**config.mk**
```make
export PLATFORM = sky130hd
export DESIGN_NAME = ds_sequencer
export DESIGN_NICKNAME = d
export VERILOG_FILES = /design/src/rtl/ds_seq_pkg.sv /design/src/rtl/ds_seq_check.sv /design/src/rtl/ds_sequencer.sv
export SDC_FILE = /design/constraint.sdc
export NUM_CORES = 1
export LEC_CHECK = 0
export ABC_CLOCK_PERIOD_IN_PS = 3450
export CAP_MARGIN = 20
export CORE_ASPECT_RATIO = 1.1
export CORE_MARGIN = 2
export CORE_UTILIZATION = 48
export DETAILED_ROUTE_END_ITERATION = 8
export PLACE_DENSITY = 0.91
export SETUP_SLACK_MARGIN = 0.2
export SLEW_MARGIN = 10
export SYNTH_ARGS = -nofsm -noshare
export SYNTH_HDL_FRONTEND = slang
export SYNTH_HIERARCHICAL = 1
export SYNTH_SLANG_ARGS = --single-unit
```
**constraint.sdc**
```tcl
create_clock -name clk -period 3.45 [get_ports clk]
set_clock_uncertainty 0.15 [all_clocks]
set_input_delay 1.035 -clock clk [delete_from_list [all_inputs] [get_ports clk]]
set_output_delay 1.035 -clock clk [all_outputs]
set_load 0.05 [all_outputs]
```
**src/rtl/ds_seq_pkg.sv**
```systemverilog
// Shared encodings for the data-stack sequencer: command opcodes, DSOP strobes,
// error codes and the sequencer FSM state type.
package ds_seq_pkg;

  localparam logic [2:0] OP_NOP  = 3'd0;
  localparam logic [2:0] OP_PUSH = 3'd1;
  localparam logic [2:0] OP_POP  = 3'd2;
  localparam logic [2:0] OP_DUP  = 3'd3;
  localparam logic [2:0] OP_ALU  = 3'd4;
  localparam logic [2:0] OP_PEEK = 3'd5;

  // DSOP bits: [3] pop, [2] push, [1] write sr0, [0] read sr0
  localparam logic [3:0] DSOP_IDLE  = 4'b0000;
  localparam logic [3:0] DSOP_POP   = 4'b1000;
  localparam logic [3:0] DSOP_PUSH  = 4'b0100;
  localparam logic [3:0] DSOP_WRITE = 4'b0010;
  localparam logic [3:0] DSOP_READ  = 4'b0001;

  localparam logic [1:0] ERR_OK      = 2'd0;
  localparam logic [1:0] ERR_UNDER   = 2'd1;
  localparam logic [1:0] ERR_OVER    = 2'd2;
  localparam logic [1:0] ERR_ILLEGAL = 2'd3;

  typedef enum logic [2:0] {
    ST_IDLE,
    ST_CHECK,
    ST_STEP,
    ST_ALU_WAIT,
    ST_ALU_POP,
    ST_ALU_WB,
    ST_FIN
  } ds_state_e;

endpackage

```
**src/rtl/ds_seq_check.sv**
```systemverilog
// Combinational error classifier: decides whether a latched command may run
// against the current stack occupancy and overflow flag.
module ds_seq_check
  import ds_seq_pkg::*;
#(
  parameter int DEPTH  = 128,
  parameter int SIZE_W = 8
) (
  input  logic [2:0]        op,
  input  logic [SIZE_W-1:0] ds_size,
  input  logic              stack_overflow,
  output logic [1:0]        err
);

  always_comb begin
    err = ERR_OK;
    case (op)
      OP_NOP:          err = ERR_OK;
      OP_PUSH, OP_DUP: if (ds_size >= SIZE_W'(DEPTH) || stack_overflow) err = ERR_OVER;
      OP_POP, OP_PEEK: if (ds_size == '0) err = ERR_UNDER;
      OP_ALU:          if (ds_size < SIZE_W'(2)) err = ERR_UNDER;
      default:         err = ERR_ILLEGAL;
    endcase
  end

endmodule

```
**src/rtl/ds_sequencer.sv**
```systemverilog
// Expands one stack command into a timed sequence of DSOP/ALUOP steps for the
// data stack and ALU, then reports done/err/resp_* to instruction control.
module ds_sequencer
  import ds_seq_pkg::*;
#(
  parameter int DATA_W  = 16,
  parameter int DEPTH   = 128,
  parameter int SIZE_W  = 8,
  parameter int ALU_LAT = 1
) (
  input  logic              clk,
  input  logic              async_reset,
  input  logic              cmd_valid,
  output logic              cmd_ready,
  input  logic [2:0]        cmd_op,
  input  logic [DATA_W-1:0] cmd_data,
  output logic [3:0]        DSOP,
  output logic [DATA_W-1:0] ds_data,
  output logic [2:0]        ALUOP,
  input  logic [DATA_W-1:0] sr0_out,
  input  logic [SIZE_W-1:0] ds_size,
  input  logic              stack_overflow,
  input  logic [DATA_W-1:0] ALUOUT,
  input  logic [3:0]        STATUS,
  output logic [DATA_W-1:0] resp_data,
  output logic [3:0]        resp_status,
  output logic              done,
  output logic [1:0]        err,
  output ds_state_e         dbg_state
);

  localparam int CNT_W = (ALU_LAT > 1) ? $clog2(ALU_LAT) : 1;

  ds_state_e         state_q, state_d;
  logic [2:0]        op_q, op_d;
  logic [DATA_W-1:0] data_q, data_d;
  logic [DATA_W-1:0] opnd_q, opnd_d;
  logic [DATA_W-1:0] res_q, res_d;
  logic [3:0]        stat_q, stat_d;
  logic [CNT_W-1:0]  cnt_q, cnt_d;
  logic [3:0]        dsop_q, dsop_d;
  logic [DATA_W-1:0] ds_data_q, ds_data_d;
  logic [2:0]        aluop_q, aluop_d;
  logic [DATA_W-1:0] resp_data_q, resp_data_d;
  logic [3:0]        resp_status_q, resp_status_d;
  logic              done_q, done_d;
  logic [1:0]        err_q, err_d;
  logic [1:0]        chk_err;

  ds_seq_check #(.DEPTH(DEPTH), .SIZE_W(SIZE_W)) u_check (
    .op             (op_q),
    .ds_size        (ds_size),
    .stack_overflow (stack_overflow),
    .err            (chk_err)
  );

  // Command handshake: a command transfers on a rising edge where
  // cmd_valid && cmd_ready. cmd_ready is high only in IDLE; offers made while
  // busy are dropped, so upstream holds cmd_valid until it sees cmd_ready.
  assign cmd_ready = (state_q == ST_IDLE);

  // Registered outputs are computed for the state being entered, so each
  // strobe is visible during exactly the cycle of the step it belongs to.
  always_comb begin
    state_d       = state_q;
    op_d          = op_q;
    data_d        = data_q;
    opnd_d        = opnd_q;
    res_d         = res_q;
    stat_d        = stat_q;
    cnt_d         = cnt_q;
    dsop_d        = DSOP_IDLE;
    ds_data_d     = '0;
    aluop_d       = '0;
    done_d        = 1'b0;
    err_d         = ERR_OK;
    resp_data_d   = resp_data_q;
    resp_status_d = resp_status_q;
    unique case (state_q)
      ST_IDLE: begin
        if (cmd_valid && cmd_ready) begin
          op_d    = cmd_op;
          data_d  = cmd_data;
          state_d = ST_CHECK;
        end
      end
      ST_CHECK: begin
        opnd_d = sr0_out;
        if (chk_err != ERR_OK) begin
          state_d = ST_FIN;
          done_d  = 1'b1;
          err_d   = chk_err;
        end else if (op_q == OP_NOP) begin
          state_d = ST_FIN;
          done_d  = 1'b1;
        end else begin
          state_d = ST_STEP;
          case (op_q)
            OP_PUSH: begin dsop_d = DSOP_PUSH; ds_data_d = data_q;  end
            OP_DUP:  begin dsop_d = DSOP_PUSH; ds_data_d = sr0_out; end
            OP_POP:  dsop_d  = DSOP_POP;
            OP_PEEK: dsop_d  = DSOP_READ;
            OP_ALU:  aluop_d = data_q[2:0];
            default: ;
          endcase
        end
      end
      ST_STEP: begin
        if (op_q == OP_ALU) begin
          state_d = ST_ALU_WAIT;
          aluop_d = aluop_q;
          cnt_d   = CNT_W'(ALU_LAT - 1);
        end else begin
          state_d = ST_FIN;
          done_d  = 1'b1;
          if (op_q == OP_POP || op_q == OP_PEEK) resp_data_d = opnd_q;
        end
      end
      ST_ALU_WAIT: begin
        if (cnt_q == '0) begin
          res_d   = ALUOUT;
          stat_d  = STATUS;
          state_d = ST_ALU_POP;
          dsop_d  = DSOP_POP;
        end else begin
          cnt_d   = cnt_q - 1'b1;
          aluop_d = aluop_q;
        end
      end
      ST_ALU_POP: begin
        state_d   = ST_ALU_WB;
        dsop_d    = DSOP_WRITE;
        ds_data_d = res_q;
      end
      ST_ALU_WB: begin
        state_d       = ST_FIN;
        done_d        = 1'b1;
        resp_data_d   = res_q;
        resp_status_d = stat_q;
      end
      ST_FIN:  state_d = ST_IDLE;
      default: state_d = ST_IDLE;
    endcase
  end

  always_ff @(posedge clk) begin
    if (async_reset) begin
      state_q       <= ST_IDLE;
      op_q          <= '0;
      data_q        <= '0;
      opnd_q        <= '0;
      res_q         <= '0;
      stat_q        <= '0;
      cnt_q         <= '0;
      dsop_q        <= DSOP_IDLE;
      ds_data_q     <= '0;
      aluop_q       <= '0;
      resp_data_q   <= '0;
      resp_status_q <= '0;
      done_q        <= 1'b0;
      err_q         <= ERR_OK;
    end else begin
      state_q       <= state_d;
      op_q          <= op_d;
      data_q        <= data_d;
      opnd_q        <= opnd_d;
      res_q         <= res_d;
      stat_q        <= stat_d;
      cnt_q         <= cnt_d;
      dsop_q        <= dsop_d;
      ds_data_q     <= ds_data_d;
      aluop_q       <= aluop_d;
      resp_data_q   <= resp_data_d;
      resp_status_q <= resp_status_d;
      done_q        <= done_d;
      err_q         <= err_d;
    end
  end

  assign DSOP        = dsop_q;
  assign ds_data     = ds_data_q;
  assign ALUOP       = aluop_q;
  assign resp_data   = resp_data_q;
  assign resp_status = resp_status_q;
  assign done        = done_q;
  assign err         = err_q;
  assign dbg_state   = state_q;

endmodule

```
### Power grid

Scale bar: 20 um. Pins as bars on the die edge.
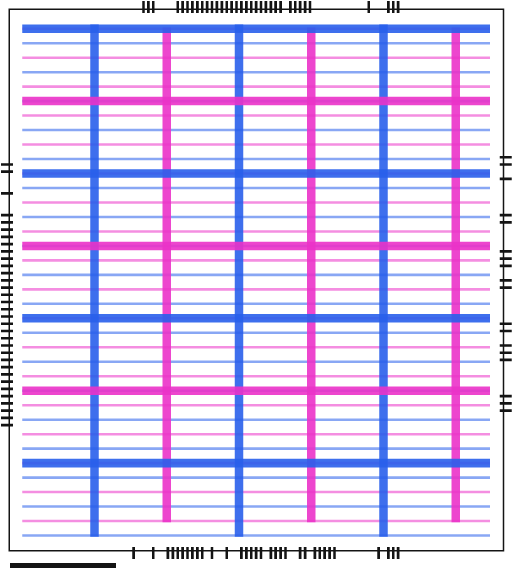
VDD: shown in magenta. VSS: shown in blue.
The core has 35 rows. 7 straps on met5. 6 straps on met4. 36 met1 rails follow the rows. 117 signal pins sit on the boundary.
Die Y-Extent: 101.4 um
Peak supply drop: 292.7 uV
Die Span X: 92.58 um

### Cell classes on the final placement

Scale bar: 20 um.
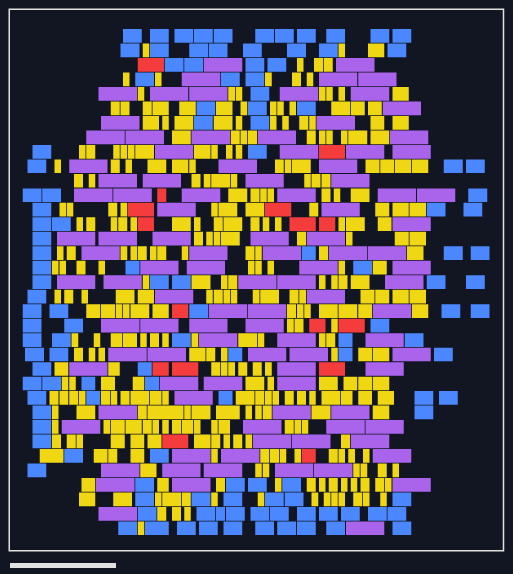
sequential cells: shown in purple, cells 104, share of their area 39%. clock drivers and dummy loads: shown in red, cells 16, share of their area 3.3%. remaining buffers and delay cells: shown in blue, cells 126, share of their area 23%. combinational and other logic: shown in yellow, cells 336, share of their area 35%.
Final Instance Area: 5523 sq um
final core utilization: 66.03%
core outline area: 8364 sq um
row count: 35

==> flow_metrics.env <==
# implementation run metrics
export IMPL_status="finished, final reports clean"
export IMPL_p_sw_share_pct=34.92
export IMPL_antenna_found_initial=0
export IMPL_fin_setup_tns_ns=0
export IMPL_r2r_cells=4
export IMPL_cp_slowest_cell="clkdlybuf4s50_1"
export IMPL_maxSlewViolCount=0
export IMPL_ctsHoldBuffers=0
export IMPL_netlist_area_sq_um=4143
export IMPL_synth_nets=543
export IMPL_hold_path_class="flop to flop"
export IMPL_crit_family="buffers and inverters"
export IMPL_crit_chain="clkdlybuf4s50_1"
export IMPL_vias=3709
export IMPL_p_leak_nw=1.962
export IMPL_worstPathArrival_ns=1.91
export IMPL_path_max_fanout=14
export IMPL_n_fill_cell=643
export IMPL_pwr_share_seq_pct=49.2
export IMPL_holdPathEnd="opnd_q[8]"
export IMPL_fin_ws_ns=0.3509
export IMPL_p_switching_mw=1.005
export IMPL_pwr_density_cell_nw_per_um2=521.1
export IMPL_cp_required_ns=2.26
export IMPL_ys_seq_share_pct=50.26
export IMPL_topCellsByArea="dfxtp_1 (50%), nand2_1 (13%), mux2i_1 (7.7%)"
export IMPL_rr_startpoint="dbg_state[0]"
export IMPL_ys_cells=476
export IMPL_grt_pass1_vias=3503
export IMPL_synth_async_reset_ratio_pct=0
export IMPL_io_buffers=116
export IMPL_lay_top_count="nand2_1"
export IMPL_synthCells=476
export IMPL_drc=0
export IMPL_overflow=0
export IMPL_setup_viol=0
export IMPL_crit_buf_inv=1
export IMPL_ff2ff_setup_slack_ns=0.99
export IMPL_layout_top_cells="nand2_1 (138), clkdlybuf4s50_1 (114), dfxtp_1 (104)"
export IMPL_yosysWarningCount=6
export IMPL_top_area_cell="dfxtp_1"
export IMPL_clkPwrFrac_pct=23.9
export IMPL_chip_area_sq_um=9391
export IMPL_cts_root_buf="clkbuf_8"
export IMPL_ys_ff=104
export IMPL_numCtsBuffers=9
export IMPL_max_slew_margin_pct=45.01
export IMPL_maxCapViolations=0
export IMPL_period_used_pct=89.83
export IMPL_synth_cell_types=38
export IMPL_grt_max_degree=39
export IMPL_clock_path_buffers=2
export IMPL_hold_violations=0
export IMPL_gp_congestion=0.8679
export IMPL_syn2layout_area_growth_pct=33.31
export IMPL_n_antenna_cell=0
export IMPL_path_class="flop to output pin"
export IMPL_ios=117
export IMPL_p_comb_share_pct=26.8
export IMPL_p_int_mw=1.873
export IMPL_wl_per_cell_um=15.34
export IMPL_cts_tree="yes"
export IMPL_via_per_inst=5.352
export IMPL_place_ws_ns=0.1567
export IMPL_slowest_delay_ns=0.91
export IMPL_synth_main_ff_cell="dfxtp_1"
[routing by layer]
layer,vias to the layer above,track usage [%],part of all wire [%]
met1,1721,28.30,42
met2,134,38.12,49
met4,0,9.300,2.1
met3,22,4.688,6.9
li1,1832,-,-
met5,-,0,0
[cell families after synthesis]
family | after synthesis | share of synthesized area, %
compound gates | 109 | 15.67
buf+inv | 39 | 4.561
flops | 104 | 50.26
mux | 32 | 7.732
simple gates | 192 | 21.78
[stage by stage]
step / util (%) / area [sq um] / total power, mW / hold slack (ns) / instances
after CTS: 65.91 / 5513 / 2.878 / 0.3095 / 692
after detailed placement: 63.75 / 5333 / 2.206 / 0.2963 / 676
after global routing: 66.03 / 5523 / 3.010 / 0.3294 / 693
after global placement: 63.75 / 5333 / 2.177 / 0.2924 / 676
final: 66.03 / 5523 / 2.878 / 0.3098 / 693
after floorplan: - / 4143 / 1.956 / 0.2822 / 476
[registers in the layout (all words and copies together), names as in the netlist]
| signal | cells |
|---|---|
| res_q | 16 |
| ALUOP | 3 |
| ds_data | 16 |
| resp_status | 4 |
| data_q | 16 |
| DSOP | 4 |
| dbg_state | 3 |
| opnd_q | 16 |
| stat_q | 4 |
| resp_data | 16 |
| done | 1 |
| op_q | 3 |
| err | 2 |
[Yosys cell counts, types with 4 or more instances]
| library cell | number |
|---|---|
| a21oi_1 | 63 |
| a22oi_1 | 4 |
| buf_2 | 9 |
| clkbuf_1 | 21 |
| dfxtp_1 | 104 |
| mux2i_1 | 32 |
| nand2_1 | 138 |
| nand4b_1 | 16 |
| nor2_1 | 12 |
| nor3_1 | 5 |
| o21ai_0 | 9 |
| o21ai_2 | 10 |
| o31ai_1 | 17 |
[what timing repair did]
item                                    4_1_cts  5_1_grt
endpoints found under the setup margin        0        1
buffers inserted                              0        0
hold endpoints to repair                      0        0
resized                                       0        1
[worst max path at each step]
stage | depth (start not counted) | endpoint | slack (ns) | startpoint
after floorplan | 2 | cmd_ready | 0.32 | dbg_state[0]
after global placement | 8 | ds_data[6] | 0.22 | ds_size[0]
after detailed placement | 8 | ds_data[3] | 0.16 | ds_size[0]
after CTS | 2 | cmd_ready | 0.22 | dbg_state[0]
after global routing | 1 | dbg_state[0] | 0.27 | dbg_state[0]
final | 1 | dbg_state[0] | 0.35 | dbg_state[0]
[power by group through the flow]
stage / logic, mW / clock network (mW) / registers, mW
floorplan: 0.482 / 0 / 1.47
detailed placement: 0.763 / 0 / 1.44
finish: 0.772 / 0.688 / 1.42
global placement: 0.742 / 0 / 1.43
global route: 0.842 / 0.736 / 1.43
CTS: 0.768 / 0.696 / 1.41
[cell type report]
cell class	count	area (sq um)	area share, %
Clock buffer	9	123.9	2.243
Tap cell	111	138.9	2.515
Multi-Input combinational cell	333	1877	33.98
Clock inverter	7	56.30	1.019
Inverter	3	11.26	0.2039
Sequential cell	104	2082	37.70
Timing Repair Buffer	126	1234	22.34
Power and IR drop assume default switching activity.
